<file path="config.mk">
export PLATFORM = sky130hd
export DESIGN_NAME = uart_tx_dev
export DESIGN_NICKNAME = d
export VERILOG_FILES = /design/src/rtl/uart_tx_dev.sv
export SDC_FILE = /design/constraint.sdc
export NUM_CORES = 1
export LEC_CHECK = 0
export CORE_ASPECT_RATIO = 0.75
export CORE_MARGIN = 2
export CORE_UTILIZATION = 35
export DETAILED_ROUTE_END_ITERATION = 7
export PLACE_DENSITY = 0.63
export RECOVER_POWER = 25
export SYNTH_ARGS = -nofsm -noshare
export SYNTH_HDL_FRONTEND = slang
export SYNTH_SLANG_ARGS = --single-unit
</file>
<file path="constraint.sdc">
create_clock -name clk -period 5.2 [get_ports clk]
set_input_delay 1.04 -clock clk [delete_from_list [all_inputs] [get_ports clk]]
set_output_delay 1.04 -clock clk [all_outputs]
set_load 0.02 [all_outputs]
</file>
<file path="src/rtl/uart_tx_dev.sv">
// uart_tx_dev: memory-mapped 8N1 UART transmitter with a transmit FIFO,
// programmable bit divisor and a level interrupt that signals "all data sent".
module uart_tx_dev #(
  parameter int          FIFO_DEPTH  = 8,
  parameter logic [15:0] DEFAULT_DIV = 16'd16
) (
  input  logic        clk,
  input  logic        reset,
  input  logic [29:0] Addr,
  input  logic        WE,
  input  logic [31:0] Din,
  output logic [31:0] Dout,
  output logic        IRQ,
  output logic        tx
);

  localparam int PW = (FIFO_DEPTH > 1) ? $clog2(FIFO_DEPTH) : 1;
  localparam int CW = PW + 1;

  typedef enum logic [1:0] {
    IDLE  = 2'd0,
    START = 2'd1,
    DATA  = 2'd2,
    STOP  = 2'd3
  } state_t;

  // Register decode
  logic wr_data;
  logic wr_status;
  logic wr_div;
  logic wr_ctrl;

  assign wr_data   = WE && (Addr[1:0] == 2'd0);
  assign wr_status = WE && (Addr[1:0] == 2'd1);
  assign wr_div    = WE && (Addr[1:0] == 2'd2);
  assign wr_ctrl   = WE && (Addr[1:0] == 2'd3);

  // Upper address and data bits are not decoded
  logic unused_bits;
  assign unused_bits = ^{Addr[29:2], Din[31:16]};

  // Control/configuration registers
  logic [15:0] div_reg;
  logic [1:0]  ctrl_reg;
  logic        ovf_reg;
  logic        tx_en;
  logic        irq_en;

  assign tx_en  = ctrl_reg[0];
  assign irq_en = ctrl_reg[1];

  // FIFO state
  logic [7:0]    fifo_mem [FIFO_DEPTH];
  logic [PW-1:0] wr_ptr_reg;
  logic [PW-1:0] rd_ptr_reg;
  logic [CW-1:0] count_reg;
  logic          full;
  logic          empty;
  logic          push;
  logic          pop;
  logic          ovf_set;

  assign full    = (count_reg == CW'(FIFO_DEPTH));
  assign empty   = (count_reg == '0);
  // A pop in the same cycle frees a slot, so a push into a full FIFO is still accepted
  assign push    = wr_data && (!full || pop);
  assign ovf_set = wr_data && full && !pop;

  // Shift FSM state
  state_t      state_reg;
  state_t      state_next;
  logic [15:0] bit_cnt_reg;
  logic [15:0] bit_cnt_next;
  logic [15:0] div_cur_reg;
  logic [15:0] div_cur_next;
  logic [2:0]  idx_reg;
  logic [2:0]  idx_next;
  logic [7:0]  shreg_reg;
  logic [7:0]  shreg_next;
  logic        tx_reg;
  logic        tx_next;
  logic        irq_reg;
  logic        bit_end;
  logic        can_start;
  logic        busy;

  // div_cur_reg holds the divisor latched when the current bit began
  assign bit_end   = (bit_cnt_reg == (div_cur_reg - 16'd1));
  assign can_start = tx_en && !empty;
  assign busy      = (state_reg != IDLE);

  assign tx  = tx_reg;
  assign IRQ = irq_reg;

  // Software-visible registers: divisor, control, sticky overflow flag
  always_ff @(posedge clk) begin
    if (reset) begin
      div_reg  <= DEFAULT_DIV;
      ctrl_reg <= 2'b00;
      ovf_reg  <= 1'b0;
    end else begin
      if (wr_div) begin
        div_reg <= (Din[15:0] == 16'd0) ? 16'd1 : Din[15:0];
      end
      if (wr_ctrl) begin
        ctrl_reg <= Din[1:0];
      end
      if (ovf_set) begin
        ovf_reg <= 1'b1;
      end else if (wr_status && Din[3]) begin
        ovf_reg <= 1'b0;
      end
    end
  end

  // FIFO storage; contents need no reset since count/pointers define validity
  always_ff @(posedge clk) begin
    if (push) begin
      fifo_mem[wr_ptr_reg] <= Din[7:0];
    end
  end

  // FIFO pointers and occupancy
  always_ff @(posedge clk) begin
    if (reset) begin
      wr_ptr_reg <= '0;
      rd_ptr_reg <= '0;
      count_reg  <= '0;
    end else begin
      if (push) begin
        wr_ptr_reg <= wr_ptr_reg + PW'(1);
      end
      if (pop) begin
        rd_ptr_reg <= rd_ptr_reg + PW'(1);
      end
      if (push && !pop) begin
        count_reg <= count_reg + CW'(1);
      end else if (pop && !push) begin
        count_reg <= count_reg - CW'(1);
      end
    end
  end

  // Shift FSM next-state, pop request and next serial line value
  always_comb begin
    state_next   = state_reg;
    bit_cnt_next = bit_cnt_reg;
    div_cur_next = div_cur_reg;
    idx_next     = idx_reg;
    shreg_next   = shreg_reg;
    pop          = 1'b0;
    tx_next      = 1'b1;

    case (state_reg)
      IDLE: begin
        if (can_start) begin
          pop          = 1'b1;
          shreg_next   = fifo_mem[rd_ptr_reg];
          state_next   = START;
          bit_cnt_next = 16'd0;
          div_cur_next = div_reg;
        end
      end
      START: begin
        if (bit_end) begin
          state_next   = DATA;
          idx_next     = 3'd0;
          bit_cnt_next = 16'd0;
          div_cur_next = div_reg;
        end else begin
          bit_cnt_next = bit_cnt_reg + 16'd1;
        end
      end
      DATA: begin
        if (bit_end) begin
          bit_cnt_next = 16'd0;
          div_cur_next = div_reg;
          if (idx_reg == 3'd7) begin
            state_next = STOP;
          end else begin
            idx_next = idx_reg + 3'd1;
          end
        end else begin
          bit_cnt_next = bit_cnt_reg + 16'd1;
        end
      end
      STOP: begin
        if (bit_end) begin
          bit_cnt_next = 16'd0;
          if (can_start) begin
            // Back-to-back frame: next start bit follows the stop bit directly
            pop          = 1'b1;
            shreg_next   = fifo_mem[rd_ptr_reg];
            state_next   = START;
            div_cur_next = div_reg;
          end else begin
            state_next = IDLE;
          end
        end else begin
          bit_cnt_next = bit_cnt_reg + 16'd1;
        end
      end
      default: begin
        state_next = IDLE;
      end
    endcase

    // tx is registered, so it is derived from the state being entered
    case (state_next)
      START:   tx_next = 1'b0;
      DATA:    tx_next = shreg_next[idx_next];
      default: tx_next = 1'b1;
    endcase
  end

  // Shift FSM state register, serial line and interrupt register
  always_ff @(posedge clk) begin
    if (reset) begin
      state_reg   <= IDLE;
      bit_cnt_reg <= 16'd0;
      div_cur_reg <= DEFAULT_DIV;
      idx_reg     <= 3'd0;
      shreg_reg   <= 8'd0;
      tx_reg      <= 1'b1;
      irq_reg     <= 1'b0;
    end else begin
      state_reg   <= state_next;
      bit_cnt_reg <= bit_cnt_next;
      div_cur_reg <= div_cur_next;
      idx_reg     <= idx_next;
      shreg_reg   <= shreg_next;
      tx_reg      <= tx_next;
      irq_reg     <= irq_en && tx_en && empty && (state_reg == IDLE);
    end
  end

  // Read mux; reads are side-effect free
  logic [3:0] count4;
  assign count4 = 4'(count_reg);

  always_comb begin
    Dout = 32'd0;
    case (Addr[1:0])
      2'd0:    Dout = 32'd0;
      2'd1:    Dout = {24'd0, count4, ovf_reg, full, empty, busy};
      2'd2:    Dout = {16'd0, div_reg};
      default: Dout = {30'd0, ctrl_reg};
    endcase
  end

endmodule
</file>
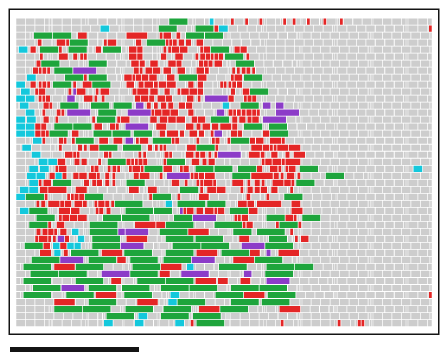
(run_1/class_map.png)
Scale bar: 50 microns. Fill, decap, tap and diode cells in gray.
- clock drivers and dummy loads: purple (cells 32; share of their area 7.6%)
- registers: green (cells 143; share of their area 46%)
- remaining logic cells: red (cells 451; share of their area 41%)
- remaining buffers and delay cells: cyan (cells 48; share of their area 5.9%)

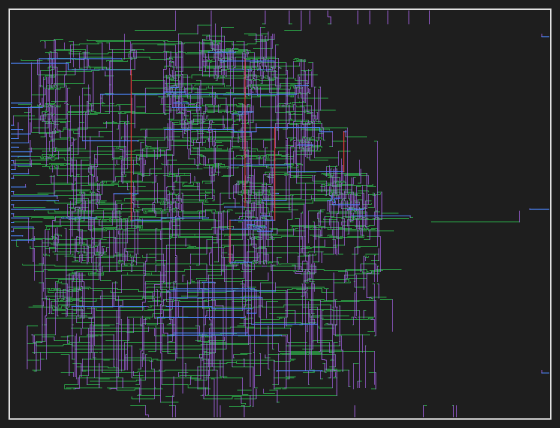
(run_1/layers.png)
- M3: blue (wire length 852 microns)
- M2: purple (wire length 6,820 microns)
- M4: red (wire length 146 microns)
- M1: green (wire length 7,300 microns)
final WL: 15,100 microns
gr usage total: 14.9%

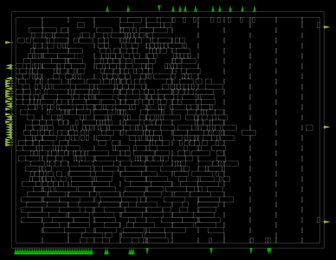
(run_1/placed.png)
Util after Layout: 41.5%
Layout fillers: 1,807
Tap Cells: 253
layout sequential cell count: 143
final cell count without fillers: 927

==> impl_metrics.py, run 1 <==
# Auto-generated metrics
metrics = {
    "route": {
        "post_drt_wl_per_cell_microns": 16.3,
        "postRouteAntennaNets": 0,
        "vias_per_cell": 5.30,
    },
    "synthesis": {
        "yosys_area_sq_mm": 0.00689,
        "edf_count": 64,
        "ys_sh_adder_pct": 2.65,
        "ys_cells": 631,
        "synth-async-reset-ratio_pct": 0,
        "netlist_instances": 631,
    },
    "timing": {
        "hold_ws_ns": 0.477,
        "relSlewSlack_pct": 34.8,
        "finalWorstSetupSlack_ns": 0.690,
        "finalMaxSlewViolations": 0,
        "timing_worst_slew_pin_value_ns": 0.975,
        "period_minus_slack_ns": 4.51,
        "max_freq_mhz": 222,
    },
    "clock_network": {
        "numCtsBuffers": 17,
        "clock_latency_ns": 0.42,
        "post-cts-setup-buffer-count": 0,
        "cts.sink_count": 143,
        "clockBufferDepth": 2,
        "ctsHtreeMaxLevel": 4,
        "hold_buffers": 0,
    },
    "global_routing": {
        "gr-total-overflow": 0,
        "grt_max_degree": 43,
    },
    "placed_design": {
        "io_buffer_count": 38,
        "dp_hpwl_microns": 10700,
        "globalplace.congestion": 0.840,
    },
    "floorplan": {
        "die_area_sq_mm": 0.0208,
        "io_pins": 99,
    },
    "status": {
        "outcome": "finished clean",
    },
    "final_layout": {
        "final_cell_area_sq_mm": 0.00801,
        "largest_reg_flops": 64,
        "drive_above_1_share_pct": 12.5,
    },
    "worst_setup_path": {
        "cp.arrival_ns": 4.86,
        "cp.required_ns": 5.55,
        "cp-end-kind": "register",
        "crit_start": "div_cur_reg[0]$_SDFFE_PP0P_",
        "crit_end": "count4[3]$_SDFFE_PP0P_",
    },
    "power": {
        "worst_ir_drop_vdd_mv": 0.206,
        "power.total_w": 0.00278,
    },
}
-- run 1: synth_stat cells (all sizes together), types with 6 or more instances --
cell     n
a21oi   36
a22oi   10
a311oi   8
a31oi    6
and2    15
and3    12
buf     26
clkbuf  26
dfxtp   79
edfxtp  64
ha      13
inv      9
mux2    10
mux2i   24
mux4    16
nand2   58
nand2b   9
nand3    7
nand3b   6
nor2    68
nor2b    7
nor3     8
nor3b    9
nor4     8
o21ai   19
xnor2   12
xor2    13
-- run 1: metal layers --
layer	share of wire, %	vias up	GRT usage [%]
li1	-	2343	-
met1	48	2428	21.0
met2	45	131	22.7
met3	5.6	11	3.74
met4	0.96	0	4.25
met5	0	-	0
-- run 1: layout make-up --
cell class	count	area, sq um	share of cell area, %
repair buffers	48	450	5.62
well taps	253	317	3.95
flip-flops and latches	143	3500	43.7
inverters	9	33.8	0.422
clock inverters	15	158	1.97
clock buffers	17	425	5.31
multi-input cells	442	3120	39.0
-- run 1: where the power goes --
| group | switching [W] | total (W) | internal [W] |
|---|---|---|---|
| combinational | 0.000219 | 0.000359 | 0.000140 |
| clock | 0.000492 | 0.00120 | 0.000711 |
| sequential | 0.0000245 | 0.00122 | 0.00120 |
| total | 0.000735 | 0.00278 | 0.00205 |
-- run 1: critical path: stages, from the launching register on --
cell	delay, ns
dfxtp_1	0.36
inv_1	0.10
ha_1	0.25
nor3b_1	0.50
and2_2	0.29
nand2_1	0.07
a211oi_1	0.47
a41oi_1	0.19
nor2_1	0.24
nor2_1	0.12
nor3_2	0.34
ha_1	0.27
inv_1	0.09
ha_1	0.28
a21o_1	0.17
a21oi_1	0.17
xnor2_1	0.09
or3_1	0.30
a21oi_1	0.13
==> run 1 -> run 2 <==
--- a/config.mk
+++ b/config.mk
@@ -8,6 +8,7 @@
 export CORE_ASPECT_RATIO = 0.75
 export CORE_MARGIN = 2
 export CORE_UTILIZATION = 35
+export CTS_CLUSTER_SIZE = 10
 export DETAILED_ROUTE_END_ITERATION = 7
 export PLACE_DENSITY = 0.63
 export RECOVER_POWER = 25
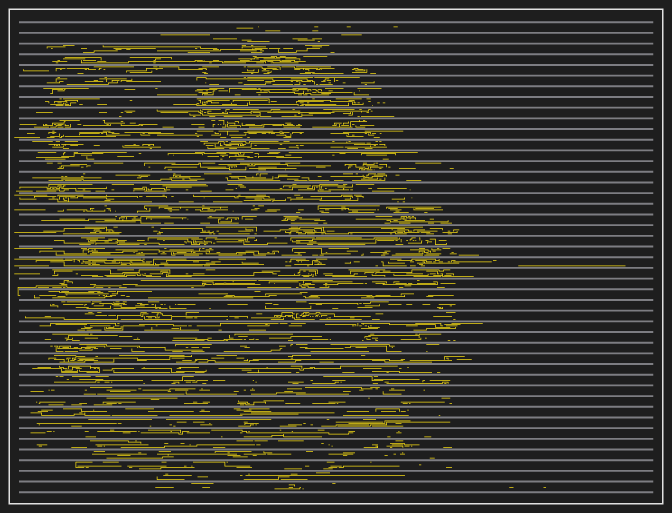
(run_2/m1.png)
Supply wires on this layer in gray.
- share of all routed wire: 48%
- wire length on this layer: 7,300 microns
- main direction: horizontal
- longest straight run: 40.5 microns

==> run 2 against run 1 <==
Net effect:
- global-route usage did not move
- largest cell class unchanged
- critical path type unchanged
- first-iteration DRC count stayed put
- clock power is essentially flat
- worst hold slack unchanged
==> impl_metrics.py, run 2 <==
# Auto-generated metrics
metrics = {
    "final_layout": {
        "regMostFlops": "fifo_mem",
        "final-comb-area_sq_mm": 0.00312,
        "fin_cells": 927,
        "final_cell_area_sq_mm": 0.00801,
        "utilization_pct": 41.5,
        "flop_area_sq_mm": 0.00350,
        "drive_above_1_share_pct": 12.5,
        "fillers": 1807,
        "largest_reg_flops": 64,
    },
    "timing": {
        "finalCritPeriodShare_pct": 86.7,
        "period_minus_slack_ns": 4.51,
        "hold_ws_ns": 0.477,
        "timing_worst_slew_pin_value_ns": 0.975,
        "setup_tns_ns": 0,
        "relSlewSlack_pct": 34.8,
        "clock_skew_ns": 0.00874,
        "finalWorstSetupSlack_ns": 0.690,
        "max_freq_mhz": 222,
        "finalMaxSlewViolations": 0,
    },
    "global_routing": {
        "top_usage_layer": "met2",
        "grtUsageMet1_pct": 21.0,
        "met3_usage_pct": 3.74,
        "grt_use_met2_pct": 22.7,
        "gr-total-overflow": 0,
        "grt_max_degree": 43,
        "grt_usage_pct": 14.9,
    },
    "power": {
        "pwr-share-clk_pct": 43.2,
        "p_sw_share_pct": 26.4,
        "combPwrFrac_pct": 12.9,
        "comb_cell_power_w": 0.000359,
        "clk-power_w": 0.00120,
        "p_sw_w": 0.000735,
        "seq-power_w": 0.00122,
        "power.total_w": 0.00278,
        "worst_ir_drop_vdd_mv": 0.206,
        "sequentialPowerShare_pct": 43.9,
        "p_leak_nw": 2.81,
        "intPower_w": 0.00205,
        "power.group.top": "sequential cells",
    },
    "worst_hold_path": {
        "hold_depth": 2,
    },
    "synthesis": {
        "netlist_instances": 631,
        "top_area_share_pct": 27.9,
        "yosysUniqueCellTypes": 71,
        "netlist_area_sq_mm": 0.00689,
        "synth.most_common_cell": "dfxtp_1",
        "edf_count": 64,
        "yosys_area_sq_mm": 0.00689,
        "ys_cells": 631,
        "top_cells_by_count": "dfxtp_1 (79), nor2_1 (68), edfxtp_1 (64)",
        "synth-async-reset-ratio_pct": 0,
    },
    "route": {
        "drt-met1-wl_microns": 7300,
        "postRouteAntennaNets": 0,
        "routed_wl_microns": 15100,
        "dr_total_vias": 4913,
        "post_drt_wl_per_cell_microns": 16.3,
        "highest_layer": "met4",
        "wl_met2_microns": 6820,
        "first_pass_iters": 5,
        "vias_per_cell": 5.30,
        "drc": 0,
        "wl_met3_microns": 852,
    },
    "placed_design": {
        "dp_slack_ns": 0.737,
        "dp_hpwl_microns": 10700,
        "io_buffer_count": 38,
        "globalplace.congestion": 0.840,
    },
    "worst_setup_path": {
        "crit_start": "div_cur_reg[0]$_SDFFE_PP0P_",
        "cp-end-kind": "register",
        "reg2reg_to": "count4[3]$_SDFFE_PP0P_",
        "cp.arrival_ns": 4.86,
        "cp.required_ns": 5.55,
        "crit_end": "count4[3]$_SDFFE_PP0P_",
    },
    "clock_network": {
        "hold_buffers": 0,
        "cts-root-buf": "clkbuf_16",
        "ctsHtreeMaxLevel": 4,
        "clock_latency_ns": 0.42,
        "clkSlewWorstSetupHoldPaths_ns": 0.06,
        "post-cts-setup-buffer-count": 0,
        "numCtsBuffers": 17,
        "clockBufferDepth": 2,
        "cts.sink_count": 143,
    },
    "job": {
        "maxCapViolCount": 0,
    },
    "status": {
        "outcome": "finished clean",
    },
    "floorplan": {
        "io_pins": 99,
        "die_area_sq_mm": 0.0208,
        "die_y_microns": 126,
    },
}
==> run 2: layout make-up <==
type	count	area share (%)
tap	253	3.95
clock inverter	15	1.97
clock buffer	17	5.31
inverter	9	0.422
sequential	143	43.7
timing repair buffer	48	5.62
multi-input combinational	442	39.0
==> run 2: critical path, cell delays in order, from the launching register on <==
cell	delay, ns
dfxtp_1	0.36
inv_1	0.10
ha_1	0.25
nor3b_1	0.50
and2_2	0.29
nand2_1	0.07
a211oi_1	0.47
a41oi_1	0.19
nor2_1	0.24
nor2_1	0.12
nor3_2	0.34
ha_1	0.27
inv_1	0.09
ha_1	0.28
a21o_1	0.17
a21oi_1	0.17
xnor2_1	0.09
or3_1	0.30
a21oi_1	0.13
==> run 2: kinds of logic after synthesis <==
family,count (synthesis),synth area share (%)
multiplexers,50,10.4
AND/OR/NAND/NOR,221,16.3
adder cells (fa/ha/maj),14,2.65
buffers and inverters,61,4.65
AND-OR/OR-AND,115,11.7
XOR/XNOR,26,3.50
other,1,0.0544
flip-flops,143,50.8
==> run 2: how the worst min path moves through the flow <==
| stage | startpoint | end |
|---|---|---|
| floorplan | div_reg[10]$_SDFFE_PP0P_ | div_reg[10]$_SDFFE_PP0P_ |
| global placement | div_reg[12]$_SDFFE_PP0P_ | div_reg[12]$_SDFFE_PP0P_ |
| detailed placement | div_reg[12]$_SDFFE_PP0P_ | div_reg[12]$_SDFFE_PP0P_ |
| CTS | div_reg[12]$_SDFFE_PP0P_ | div_reg[12]$_SDFFE_PP0P_ |
| global route | div_reg[10]$_SDFFE_PP0P_ | div_reg[10]$_SDFFE_PP0P_ |
| finish | div_reg[12]$_SDFFE_PP0P_ | div_reg[12]$_SDFFE_PP0P_ |
==> run 2 -> run 3 <==
--- a/config.mk
+++ b/config.mk
@@ -12,6 +12,7 @@
 export DETAILED_ROUTE_END_ITERATION = 7
 export PLACE_DENSITY = 0.63
 export RECOVER_POWER = 25
+export SKIP_CTS_REPAIR_TIMING = 1
 export SYNTH_ARGS = -nofsm -noshare
 export SYNTH_HDL_FRONTEND = slang
 export SYNTH_SLANG_ARGS = --single-unit
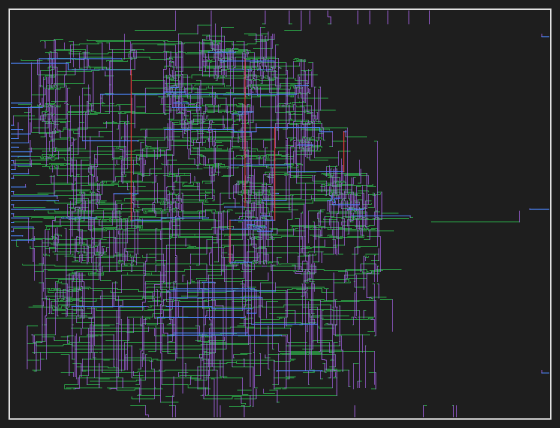
(run_3/layers.png)
- M2: purple (wire length 6,820 microns)
- M4: red (wire length 146 microns)
- M3: blue (wire length 852 microns)
- M1: green (wire length 7,300 microns)
drt wl/cell: 16.3 microns
via count: 4,913

==> run 3 against run 2 <==
Net effect:
- core utilization stayed put
- via count did not move
- register-to-register slack about the same
- sequential share of layout area unchanged
- total power unchanged
- first-iteration DRC count unchanged
- largest cell class unchanged
- highest routed layer unchanged
==> impl_metrics.py, run 3 <==
# Auto-generated metrics
metrics = {
    "status": {
        "outcome": "finished clean",
    },
    "worst_setup_path": {
        "slowest_delay_ns": 0.50,
        "worst_path_max_delay_cell": "nor3b_1",
        "cp_common_cell": "ha_1",
        "cp-end-kind": "register",
        "cp.arrival_ns": 4.86,
        "crit_start": "div_cur_reg[0]$_SDFFE_PP0P_",
    },
    "worst_hold_path": {
        "hold_depth": 2,
    },
    "power": {
        "comb_cell_power_w": 0.000359,
        "worst_ir_drop_vdd_mv": 0.206,
        "p_leak_nw": 2.81,
        "clk-power_w": 0.00120,
        "sequentialPowerShare_pct": 43.9,
        "intPower_w": 0.00205,
        "power.group.top": "sequential cells",
        "seq-power_w": 0.00122,
    },
    "route": {
        "vias_per_cell": 5.30,
        "first_pass_iters": 5,
        "wl_met3_microns": 852,
        "wl_met2_microns": 6820,
        "routed_wl_microns": 15100,
        "drc": 0,
    },
    "timing": {
        "clock_skew_ns": 0.00874,
        "max_freq_mhz": 222,
        "relSlewSlack_pct": 34.8,
        "timing_worst_slew_pin_value_ns": 0.975,
        "finalCritPeriodShare_pct": 86.7,
    },
    "global_routing": {
        "grt_usage_pct": 14.9,
        "met3_usage_pct": 3.74,
        "grtUsageMet1_pct": 21.0,
        "grt_max_degree": 43,
        "top_usage_layer": "met2",
    },
    "floorplan": {
        "io_pins": 99,
        "die_y_microns": 126,
    },
    "synthesis": {
        "netlist_instances": 631,
        "top_cells_by_count": "dfxtp_1 (79), nor2_1 (68), edfxtp_1 (64)",
        "ys_cells": 631,
        "netlist_area_sq_mm": 0.00689,
        "edf_count": 64,
    },
    "final_layout": {
        "utilization_pct": 41.5,
        "final_cell_area_sq_mm": 0.00801,
        "fin_cells": 927,
    },
    "clock_network": {
        "cts-root-buf": "clkbuf_16",
        "clock_latency_ns": 0.42,
        "clockBufferDepth": 2,
        "clkSlewWorstSetupHoldPaths_ns": 0.06,
        "ctsHtreeMaxLevel": 4,
    },
    "placed_design": {
        "io_buffer_count": 38,
        "dp_hpwl_microns": 10700,
        "globalplace.congestion": 0.840,
    },
}
[run 3: cell counts in the layout (fill, tap and decap cells not counted)]
Identical to the previous run, type by type.
[run 3: cells by family (layout without fill, tap and decap cells)]
kind of cell	count (synthesis)	in the layout	synth area share, %
other	1	16	0.0544
flip-flops	143	143	50.8
AND-OR/OR-AND	115	115	11.7
adder cells (fa/ha/maj)	14	14	2.65
AND/OR/NAND/NOR	221	221	16.3
multiplexers	50	50	10.4
XOR/XNOR	26	26	3.50
buffers and inverters	61	89	4.65
[run 3: final cells by class]
cell class	instances	area, sq um
fill	1807	11300
sequential	143	3500
multi-input combinational	442	3120
timing repair buffer	48	450
clock buffer	17	425
tap	253	317
clock inverter	15	158
inverter	9	33.8
[run 3: critical path, delay by kind of cell, from the launching register on]
kind | cells | cell delay, ns
AND-OR/OR-AND | 5 | 1.13
XOR/XNOR | 1 | 0.09
adder cells (fa/ha/maj) | 3 | 0.80
buffers and inverters | 2 | 0.19
flip-flops | 1 | 0.36
AND/OR/NAND/NOR | 7 | 1.86
[run 3: stage by stage]
stage / setup slack (ns) / hold WS, ns / total power, W
2_1_floorplan: 1.28 / 0.444 / 0.00151
3_3_place_gp: 0.778 / 0.468 / 0.00159
3_5_place_dp: 0.737 / 0.469 / 0.00160
4_1_cts: 0.704 / 0.477 / 0.00280
5_1_grt: 0.224 / 0.503 / 0.00289
6_report: 0.690 / 0.477 / 0.00278
[run 3: path summary, 6_finish.rpt]
path | to | slack (ns)
worst max-delay path | count4[3]$_SDFFE_PP0P_ | 0.69
worst min register to register | div_reg[12]$_SDFFE_PP0P_ | 0.48
worst min-delay path | div_reg[12]$_SDFFE_PP0P_ | 0.48
worst max register to register | count4[3]$_SDFFE_PP0P_ | 0.69
Power figures rest on the tool's default switching activity, not on a simulated workload.
